Fig. 1: run 1, wire density map
The bar under the picture is 10 microns long. 9 x 18 tiles, from dark purple (low) to yellow (high), scaled to the fullest tile. Values are wire area over tile area, all layers added.
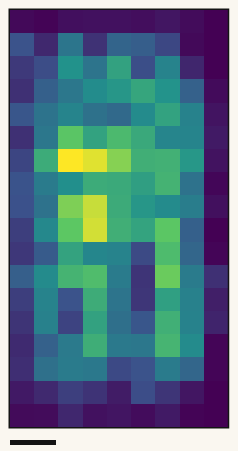
Fig. 2: run 1, port wiring
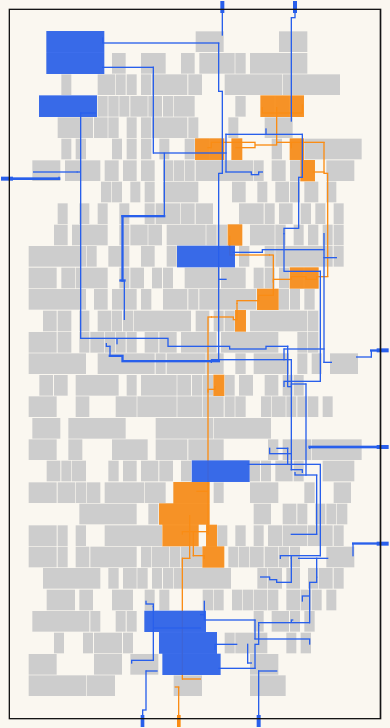
Fig. 3: run 1, cells coloured by class
The bar under the picture is 10 microns long.
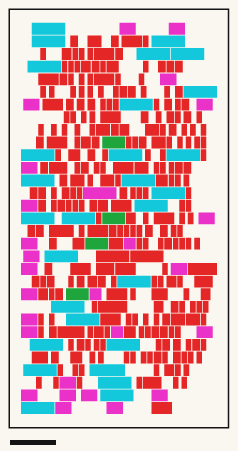
==> config.mk <==
export PLATFORM = sky130hd
export DESIGN_NAME = clk_div_prog
export DESIGN_NICKNAME = d
export VERILOG_FILES = /design/src/rtl/clk_div_pkg.sv /design/src/rtl/clk_div_cfg.sv /design/src/rtl/clk_div_prog.sv
export SDC_FILE = /design/constraint.sdc
export NUM_CORES = 1
export LEC_CHECK = 0
export ABC_AREA = 1
export CAP_MARGIN = 20
export CORE_ASPECT_RATIO = 2
export CORE_MARGIN = 2
export CORE_UTILIZATION = 56
export DETAILED_ROUTE_END_ITERATION = 8
export HOLD_SLACK_MARGIN = 0.12
export PLACE_DENSITY_LB_ADDON = 0.2
export SETUP_SLACK_MARGIN = 0.02
export SYNTH_ARGS = -nofsm -noshare
export SYNTH_HDL_FRONTEND = slang
export SYNTH_SLANG_ARGS = --single-unit
export TNS_END_PERCENT = 1
==> constraint.sdc <==
create_clock -name clk -period 4.2 [get_ports clk]
set_input_delay 0.63 -clock clk [delete_from_list [all_inputs] [get_ports clk]]
set_output_delay 0.63 -clock clk [all_outputs]
set_load 0.005 [all_outputs]
==> src/rtl/clk_div_pkg.sv <==
// Shared constants and helpers for the programmable clock divider.
// Optional CLK_DIV_SYNC_EN adds a phase-sync input to clk_div_prog.
package clk_div_pkg;

  localparam int          DEF_DIV_W = 8;
  localparam int          DEF_DIV   = 12;
  localparam int unsigned MIN_DIV   = 2;

  function automatic int unsigned hi_len(
    input int unsigned d
  );
    return d - (d >> 1);
  endfunction

  function automatic int unsigned clamp_div(
    input int unsigned d
  );
    return (d < MIN_DIV) ? MIN_DIV : d;
  endfunction

endpackage

==> src/rtl/clk_div_cfg.sv <==
// Divisor load handshake: pending register, clamp and error pulse.
// The top signals apply when the pending value is taken at a wrap.
module clk_div_cfg
  import clk_div_pkg::*;
#(
  parameter int DIV_W = DEF_DIV_W
) (
  input  logic             clk,
  input  logic             reset,
  input  logic             cfg_valid,
  input  logic [DIV_W-1:0] cfg_div,
  input  logic             apply,
  output logic             cfg_ready,
  output logic             cfg_err,
  output logic             pending,
  output logic [DIV_W-1:0] pend_div
);

  logic accept;

  assign cfg_ready = ~pending;
  assign accept    = cfg_valid & cfg_ready;

  always_ff @(posedge clk) begin
    if (reset) begin
      pending  <= 1'b0;
      pend_div <= DIV_W'(MIN_DIV);
      cfg_err  <= 1'b0;
    end else begin
      cfg_err <= accept && (cfg_div < DIV_W'(MIN_DIV));
      if (accept) begin
        pending  <= 1'b1;
        pend_div <= DIV_W'(clamp_div(32'(cfg_div)));
      end else if (apply) begin
        pending <= 1'b0;
      end
    end
  end

endmodule

==> src/rtl/clk_div_prog.sv <==
// Runtime-programmable integer clock divider with tick output.
// Define CLK_DIV_SYNC_EN to add the sync_in phase-reset port.
module clk_div_prog
  import clk_div_pkg::*;
#(
  parameter int DIV_W       = DEF_DIV_W,
  parameter int DEFAULT_DIV = DEF_DIV
) (
  input  logic             clk,
  input  logic             reset,
  input  logic             en,
`ifdef CLK_DIV_SYNC_EN
  input  logic             sync_in,
`endif
  input  logic             cfg_valid,
  input  logic [DIV_W-1:0] cfg_div,
  output logic             cfg_ready,
  output logic             cfg_err,
  output logic [DIV_W-1:0] div_active,
  output logic             clk_out,
  output logic             tick
);

  logic [DIV_W-1:0] cnt;
  logic [DIV_W-1:0] cnt_nxt;
  logic [DIV_W-1:0] div_nxt;
  logic [DIV_W-1:0] hi_nxt;
  logic [DIV_W-1:0] pend_div;
  logic             pending;
  logic             sync;
  logic             adv;
  logic             wrap;
  logic             apply;

`ifdef CLK_DIV_SYNC_EN
  assign sync = sync_in;
`else
  assign sync = 1'b0;
`endif

  assign adv     = en | sync;
  assign wrap    = sync | (cnt == div_active - 1'b1);
  assign apply   = adv & wrap & pending;
  assign cnt_nxt = wrap ? '0 : cnt + 1'b1;
  assign div_nxt = apply ? pend_div : div_active;
  assign hi_nxt  = DIV_W'(hi_len(32'(div_nxt)));

  clk_div_cfg #(
    .DIV_W (DIV_W)
  ) u_cfg (
    .clk       (clk),
    .reset     (reset),
    .cfg_valid (cfg_valid),
    .cfg_div   (cfg_div),
    .apply     (apply),
    .cfg_ready (cfg_ready),
    .cfg_err   (cfg_err),
    .pending   (pending),
    .pend_div  (pend_div)
  );

  // Duty compare uses the divisor of the period cnt_nxt belongs to.
  always_ff @(posedge clk) begin
    if (reset) begin
      cnt        <= DIV_W'(DEFAULT_DIV - 1);
      div_active <= DIV_W'(DEFAULT_DIV);
      clk_out    <= 1'b0;
      tick       <= 1'b0;
    end else if (adv) begin
      cnt        <= cnt_nxt;
      div_active <= div_nxt;
      clk_out    <= cnt_nxt < hi_nxt;
      tick       <= wrap;
    end else begin
      tick <= 1'b0;
    end
  end

endmodule

==> CHANGELOG.md, run 1 <==
### Physical design

* Outcome: complete, no violations
* Share of cells above drive strength 1 at 0.0952
* Clk pin slew, worst setup/hold paths at 0.09 ns
* Worst R2R End: clk_out$_SDFFE_PP0P_
* Commonest flop: dfxtp_1
* GRT Util Overall at 0.266
* GR peak layer: met2
* Routed length on met3 at 161 microns
* Post-synth top area cell: dfxtp_1
* Drt first pass iters at 4
* Flops out of synthesis at 28
* Worst-Margin Slew at 0.552 ns
* Aoi share at 0.123
* Power density over the cells at 283 mW/mm^2
* Crit path kind: reg2reg
* Met1 WL at 1820 microns
* Initial DRC count at 34
* WHS Endpoint: u_cfg.pend_div[7]$_SDFFE_PP0P_
* Yosys warning tally at 0
* Chip area at 0.00420 sq mm
* Xor+xnor area frac at 0.0383
* Achievable frequency at 0.261 GHz
Notes on Fig. 1 above:
fullest tile: 0.58
nearly empty tiles: 7.4%
mean over tiles: 0.20

Notes on Fig. 2 above:
[en] orange | bits: 1 | direction: input | edge: south | end cells: 19 | buffers: 2 | wire: 150 microns
[div_active] blue | bits: 8 | direction: output | edge: 3 east, 2 south, 2 north, 1 west | end cells: 8 | buffers: 8 | wire: 523 microns

Notes on Fig. 3 above:
[flip-flops] cyan | cells: 28 | share of their area: 24%
[clock drivers and dummy loads] green | cells: 4 | share of their area: 2.3%
[other buffers and delay cells] magenta | cells: 27 | share of their area: 11%
[all other logic] red | cells: 277 | share of their area: 63%

-- run 1: layout make-up --
class / instances / area (sq um)
clock buffer: 4 / 55.1
tap: 49 / 61.3
inverter: 53 / 199
sequential: 28 / 562
multi-input combinational: 224 / 1290
fill: 343 / 1130
timing repair buffer: 27 / 273
-- run 1: synth_stat cells (2+ instances only) --
library cell	number
o21ai_1	3
nand2_1	66
o211ai_1	3
dfxtp_1	28
a21oi_1	19
nor3_1	3
inv_2	2
ha_1	15
clkbuf_1	4
nand4_2	2
inv_1	51
nand2_2	6
xor2_1	6
xnor2_1	3
nand4_1	3
nor2_1	39
nand3_1	20
nand3_4	2
nor2_4	3
buf_2	2
o21ai_0	19
-- run 1: repair_timing --
item	4_1_cts	5_1_grt
setup endpoints to repair	0	1
hold buffers	0	0
resized	0	6
setup buffers	0	2
-- run 1: flip-flops by register name, summed over array words and instances (netlist names) --
name / cells
clk_out: 1
cnt: 8
div_active: 8
tick: 1
u_cfg.cfg_err: 1
u_cfg.pend_div: 8
u_cfg.pending: 1
-- run 1: kinds of logic (layout without fill, tap and decap cells) --
| group | count (synthesis) | in the layout |
|---|---|---|
| AND/OR/NAND/NOR | 152 | 152 |
| buffers and inverters | 59 | 84 |
| AND-OR/OR-AND | 47 | 47 |
| flip-flops | 28 | 28 |
| adder cells (fa/ha/maj) | 16 | 16 |
| XOR/XNOR | 9 | 9 |
-- run 1: worst max-delay path: stages, from the launching register on --
cell and delay [ns]:
dfxtp_1 0.39, inv_1 0.09, ha_1 0.30, nand2_1 0.07, inv_1 0.03, nor2_1 0.08
nand3_1 0.09, nor2_2 0.10, nand3_2 0.12, nor2_8 0.18, nand3_4 0.19, nand2_2 0.12
nand2_2 0.12, ha_2 0.36, a21oi_1 0.17, and2_0 0.23, inv_1 0.08, nand4_1 0.11
nand3_1 0.08, nand2_1 0.06, nand2_1 0.05, ha_1 0.29, a21oi_1 0.16, o21a_1 0.14
nand2_1 0.05, a21oi_1 0.10
-- run 1: stage by stage --
step | std cells | TNS, ns | total power [mW] | utilization | worst slack, ns
2_1_floorplan | 311 | 0 | 0.458 | - | 0.580
3_3_place_gp | 379 | 0 | 0.511 | 0.655 | 0.333
3_5_place_dp | 379 | 0 | 0.517 | 0.655 | 0.143
4_1_cts | 383 | 0 | 0.686 | 0.671 | 0.105
5_1_grt | 385 | -0.0644 | 0.736 | 0.684 | -0.0644
6_report | 385 | 0 | 0.690 | 0.684 | 0.366
-- run 1: where the power goes --
part / switching [mW] / leakage (nW) / internal [mW]
logic: 0.128 / 0.940 / 0.0922
clock network: 0.0851 / 0.0288 / 0.0841
registers: 0.0171 / 0.231 / 0.283
-- run 1: worst max path at each step --
stage	endpoint	slack [ns]	cells after the start
2_1_floorplan	clk_out$_SDFFE_PP0P_	0.58	26
3_3_place_gp	clk_out$_SDFFE_PP0P_	0.33	25
4_1_cts	clk_out$_SDFFE_PP0P_	0.10	25
5_1_grt	clk_out$_SDFFE_PP0P_	-0.06	26
6_report	clk_out$_SDFFE_PP0P_	0.37	25
3_5_place_dp	clk_out$_SDFFE_PP0P_	0.14	25
## Run 2: what changed since run 1
--- a/config.mk
+++ b/config.mk
@@ -11,7 +11,6 @@
 export CORE_MARGIN = 2
 export CORE_UTILIZATION = 56
 export DETAILED_ROUTE_END_ITERATION = 8
-export HOLD_SLACK_MARGIN = 0.12
 export PLACE_DENSITY_LB_ADDON = 0.2
 export SETUP_SLACK_MARGIN = 0.02
 export SYNTH_ARGS = -nofsm -noshare
==> run 2 against run 1 <==
  * Non-clock buffer count stayed put
  * Total power stayed put
  * Largest power group unchanged
  * Critical path type unchanged
  * Combinational power is essentially flat
==> CHANGELOG.md, run 2 <==
### Physical design

* Outcome: complete, no violations
* Yosys chip area at 0.00206 sq mm
* Post-synth top area cell: dfxtp_1
* Chip area at 0.00420 sq mm (unchanged)
* Largest regs: cnt x8, div_active x8, u_cfg.pend_div x8
* Sw Ratio at 0.334 (unchanged)
* Part of the power in combinational logic at 0.320 (about the same)
* Commonest flop: dfxtp_1
* Post-CTS Hold Buffers at 0 (unchanged)
* Clk pin slew, worst setup/hold paths at 0.09 ns (about the same)
* Crit path kind: reg2reg
* Dpl cells at 379 (unchanged)
* Worst Slack Setup Final at 0.366 ns (unchanged)
* Final hold violation count at 0
* Finished Layout Cells at 385 (unchanged)
* Flops out of synthesis at 28 (unchanged)
* Top area contributor share at 0.273
* Psw at 231 uW (unchanged)
* Startpoint Class: flip-flop
* Comb area at 0.00129 sq mm (unchanged)
* Port Buffer Count at 23
* Placed instance area at 0.00234 sq mm
* Share of power burned in registers at 0.434 (about the same)
* CTS Root Cell: clkbuf_8
* Power density over the cells at 283 mW/mm^2 (unchanged)
* Most instantiated cells after synthesis: 66 x nand2_1, 51 x inv_1, 39 x nor2_1
* Achievable frequency at 0.261 GHz (unchanged)
* Cells after Synth at 311
* Worst R2R Setup Slack at 0.37 ns
* Vias in the first global route at 1,925
* Min-delay worst type: reg2reg
* Drt first pass iters at 4 (unchanged)
* Initial DRC count at 34 (unchanged)
* Most instantiated logic cells after routing: 66 x nand2_1, 51 x inv_1, 39 x nor2_1
* Clock share of power at 0.246 (about the same)
* P_int at 459 uW (unchanged)
* Post-Place Setup Slack at 0.143 ns (unchanged)
* Worst-Margin Slew at 0.552 ns (unchanged)
==> run 2: cell counts in the layout (fill, tap and decap cells not counted) <==
No cell type changed its count.
==> run 2: kinds of logic after synthesis <==
group | synth area share
simple gates | 0.356
xor+xnor | 0.0383
buf+inv | 0.109
compound gates | 0.123
flops | 0.273
fa+ha+maj | 0.101
==> run 2: power groups by stage <==
stage | sequential [mW] | clock, mW | combinational (mW)
finish | 0.300 | 0.169 | 0.221
detailed placement | 0.305 | 0 | 0.212
global placement | 0.305 | 0 | 0.207
global route | 0.302 | 0.180 | 0.255
CTS | 0.299 | 0.173 | 0.214
floorplan | 0.301 | 0 | 0.157
==> run 2: final cells by class <==
type	instances	share of cell area
multi-input combinational	224	0.529
sequential	28	0.230
timing repair buffer	27	0.112
inverter	53	0.0815
tap	49	0.0251
clock buffer	4	0.0226
==> run 2: critical path, cell delays in order, from the launching register on <==
cell,delay (ns)
dfxtp_1,0.39
inv_1,0.09
ha_1,0.30
nand2_1,0.07
inv_1,0.03
nor2_1,0.08
nand3_1,0.09
nor2_2,0.10
nand3_2,0.12
nor2_8,0.18
nand3_4,0.19
nand2_2,0.12
nand2_2,0.12
ha_2,0.36
a21oi_1,0.17
and2_0,0.23
inv_1,0.08
nand4_1,0.11
nand3_1,0.08
nand2_1,0.06
nand2_1,0.05
ha_1,0.29
a21oi_1,0.16
o21a_1,0.14
nand2_1,0.05
a21oi_1,0.10
==> run 2: what timing repair did <==
action                                  4_1_cts  5_1_grt
buffers inserted                              0        2
resized                                       0        6
endpoints found under the setup margin        0        1
==> run 2: final timing paths <==
check | endpoint | startpoint
worst max-delay path | clk_out$_SDFFE_PP0P_ | div_active[1]$_SDFFE_PP0P_
worst min register to register | u_cfg.pend_div[7]$_SDFFE_PP0P_ | u_cfg.pend_div[7]$_SDFFE_PP0P_
worst max register to register | clk_out$_SDFFE_PP0P_ | div_active[1]$_SDFFE_PP0P_
worst min-delay path | u_cfg.pend_div[7]$_SDFFE_PP0P_ | u_cfg.pend_div[7]$_SDFFE_PP0P_
==> run 2: routing by layer <==
layer	global-route usage	routed length, microns	vias to the layer above
met2	0.487	2870	48
li1	-	-	1037
met5	0	0	-
met4	0.137	257	0
met3	0.0281	161	24
met1	0.264	1820	894
==> run 2: metrics by stage <==
stage	total power, mW	setup TNS [ns]
after floorplan	0.458	0
after global placement	0.511	0
after detailed placement	0.517	0
after CTS	0.686	0
after global routing	0.736	-0.0644
final	0.690	0
Fig. 4: run 2, routing congestion map
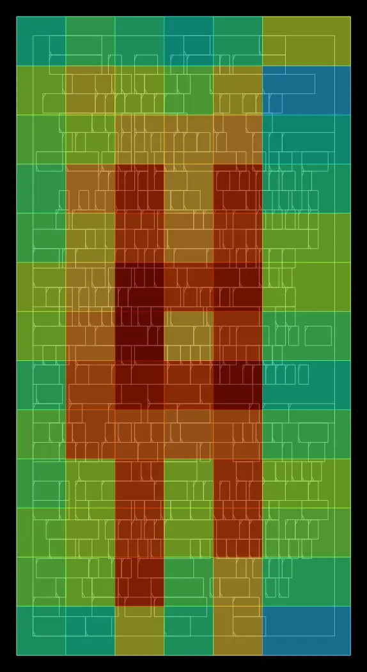
GR peak layer: met2
GRT Util Overall: 0.266
met2 Resource Use GR: 0.487
routed length per instance: 13.3 microns
met3 layer usage reported by global route: 0.0281

Fig. 5: run 2, cells coloured by class
The bar under the picture is 10 microns long.
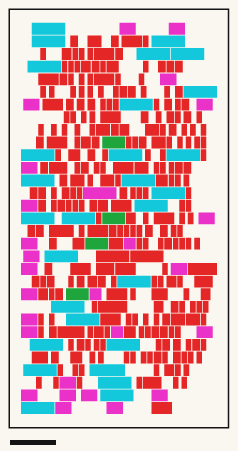
[flip-flops] cyan | cells: 28 | share of their area: 24%
[other buffers and delay cells] magenta | cells: 27 | share of their area: 11%
[all other logic] red | cells: 277 | share of their area: 63%
[clock drivers and dummy loads] green | cells: 4 | share of their area: 2.3%
Core Area: 0.00357 sq mm
fin util: 0.684
Core Rows: 31
Final Instance Area: 0.00244 sq mm

Fig. 6: run 2, port wiring
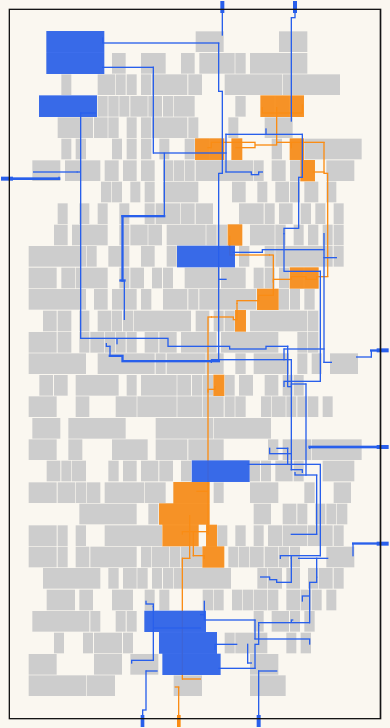
[div_active] blue | bits: 8 | direction: output | edge: 3 east, 2 south, 2 north, 1 west | end cells: 8 | buffers: 8 | wire: 523 microns
[en] orange | bits: 1 | direction: input | edge: south | end cells: 19 | buffers: 2 | wire: 150 microns

## Run 3: what changed since run 2
--- a/config.mk
+++ b/config.mk
@@ -15,5 +15,6 @@
 export SETUP_SLACK_MARGIN = 0.02
 export SYNTH_ARGS = -nofsm -noshare
 export SYNTH_HDL_FRONTEND = slang
+export SYNTH_HIERARCHICAL = 1
 export SYNTH_SLANG_ARGS = --single-unit
 export TNS_END_PERCENT = 1
==> run 3 against run 2 <==
  * Combinational power barely moved
  * Fmax fell by 2.6%
  * Via count fell by 6.4%
  * Synthesized area fell by 4.6%
  * Hold slack improved by 0.015 ns
  * Sequential share of layout area rose by 1.0 points
  * Count of clock-buffer cells in the layout fell by 1
  * Wire length fell by 6.9%
==> CHANGELOG.md, run 3 <==
### Physical design

* Initial DRC count at 39 (+15%)
* Crit path kind: reg2reg
* Worst-Margin Slew at 0.439 ns (-0.113 ns)
* Commonest flop: dfxtp_1
* Drt first pass iters at 4 (unchanged)
* Min-delay worst type: reg2reg
* Worst R2R Setup Slack at 0.26 ns (-0.10 ns)
* Clk pin slew, worst setup/hold paths at 0.10 ns (about the same)
* Comb area at 0.00125 sq mm (-3.2%)
* Largest regs: cnt x8, div_active x8, u_cfg/pend_div x8
* Vias in the first global route at 1,796 (-6.7%)
* Chip area at 0.00402 sq mm (-4.3%)
* Yosys chip area at 0.00196 sq mm (-4.6%)
* Final hold violation count at 0 (unchanged)
* Power density over the cells at 286 mW/mm^2 (+1.1%)
* Outcome: complete, no violations
* Achievable frequency at 0.254 GHz (-2.6%)
* Flops out of synthesis at 28 (unchanged)
* Startpoint Class: flip-flop
* Total power at 669 uW (-3.0%)
* Core Area at 0.00338 sq mm (-5.3%)
* Most instantiated cells after synthesis: 70 x nand2_1, 36 x inv_1, 35 x nor2_1
* Cells after Synth at 290 (-6.8%)
* CTS Root Cell: clkbuf_8
* Most frequent CP cell: nand2_1
* Crit-path max cell delay at 0.35 ns (-0.04 ns)
-- run 3: worst paths after layout --
path                                       start                              to
setup / recovery      div_active[0]$_SDFFE_PP0P_            clk_out$_SDFFE_PP0P_
hold / removal    u_cfg/pend_div[7]$_SDFFE_PP0P_  u_cfg/pend_div[7]$_SDFFE_PP0P_
setup reg to reg      div_active[0]$_SDFFE_PP0P_            clk_out$_SDFFE_PP0P_
hold reg to reg   u_cfg/pend_div[7]$_SDFFE_PP0P_  u_cfg/pend_div[7]$_SDFFE_PP0P_
-- run 3: report_power, final --
group | internal, mW | switching (mW)
sequential | 0.282 | 0.0179
clock | 0.0646 | 0.0850
combinational | 0.0960 | 0.123
total | 0.442 | 0.226
-- run 3: cells by family after synthesis --
family,Yosys count,synth area share
AND/OR/NAND/NOR,140,0.318
flip-flops,28,0.286
AND-OR/OR-AND,44,0.131
XOR/XNOR,13,0.0580
buffers and inverters,48,0.0957
adder cells (fa/ha/maj),17,0.112
-- run 3: area by class of cell --
type / count / area share
tap: 32 / 0.0171
clock buffer: 3 / 0.0176
sequential: 28 / 0.241
timing repair buffer: 30 / 0.121
multi-input combinational: 214 / 0.533
inverter: 44 / 0.0706
-- run 3: timing repair --
item	4_1_cts	5_1_grt
setup buffers	0	5
endpoints found under the setup margin	0	1
hold buffers	0	0
gates resized	0	9
-- run 3: routing by layer --
metal  track usage  routed length [microns]  vias up
li1              -                        -      971
met1         0.244                     1740      855
met2         0.506                     2740       37
met3        0.0247                      118       11
met4         0.109                      146        0
met5             0                        0        -
-- run 3: metrics by stage --
step,cells,utilization,worst slack [ns],hold WS (ns)
3_3_place_gp,343,0.659,0.302,0.455
4_1_cts,346,0.671,0.122,0.475
2_1_floorplan,290,-,0.423,0.444
5_1_grt,351,0.693,0.0123,0.499
6_report,351,0.693,0.263,0.471
3_5_place_dp,343,0.659,0.168,0.460
-- run 3: worst max-delay path: cells and delay by family (launching register included) --
family / cells / cell delay (ns)
flops: 1 / 0.35
buf+inv: 3 / 0.18
simple gates: 12 / 1.16
fa+ha+maj: 3 / 0.89
compound gates: 8 / 1.16
xor+xnor: 1 / 0.14
Fig. 7: run 3, sizing map
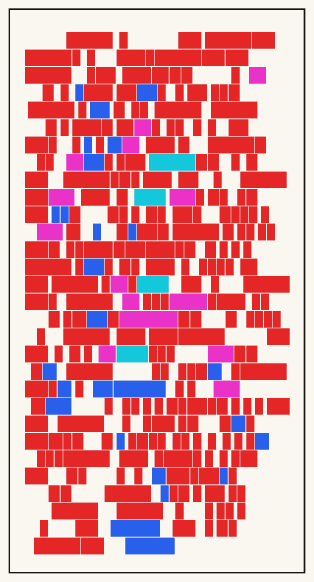
[drive 1 or less] red | cells: 275 | most used: nand2_1
[drive 2] blue | cells: 26 | most used: inv_2
[drive 3 to 4] magenta | cells: 14 | most used: buf_4
[drive 6 and up] cyan | cells: 4 | most used: clkbuf_8

Fig. 8: run 3, port wiring
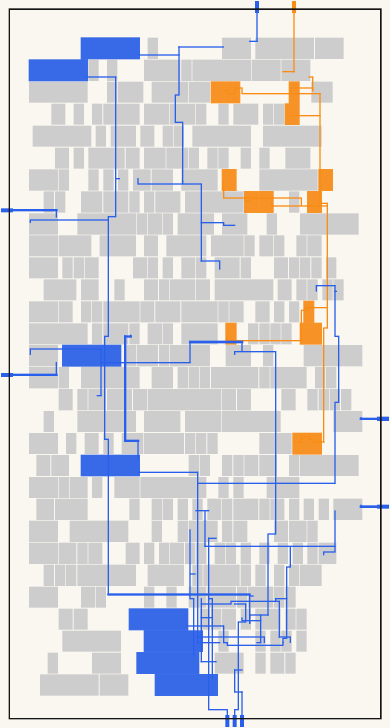
[en] orange | bits: 1 | direction: input | edge: north | end cells: 14 | buffers: 2 | wire: 119 microns
[div_active] blue | bits: 8 | direction: output | edge: 3 south, 2 east, 2 west, 1 north | end cells: 8 | buffers: 8 | wire: 529 microns
Ports: 24
Port Buffer Count: 23

Fig. 9: run 3, wire density map
The bar under the picture is 10 microns long. 9 x 18 tiles, from dark purple (low) to yellow (high), scaled to the fullest tile. Values are wire area over tile area, all layers added.
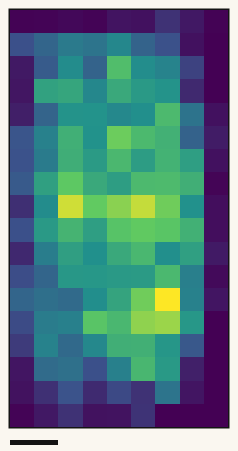
densest ninth of the die: centre
tiles over half the peak: 38%
emptiest ninth of the die: north-east
mean over tiles: 0.19
post-detailed-routing wire length: 4750 microns
GRT Util Overall: 0.257
via count: 1,874
routed length per instance: 13.5 microns

Power is estimated from default activity; no workload was simulated.
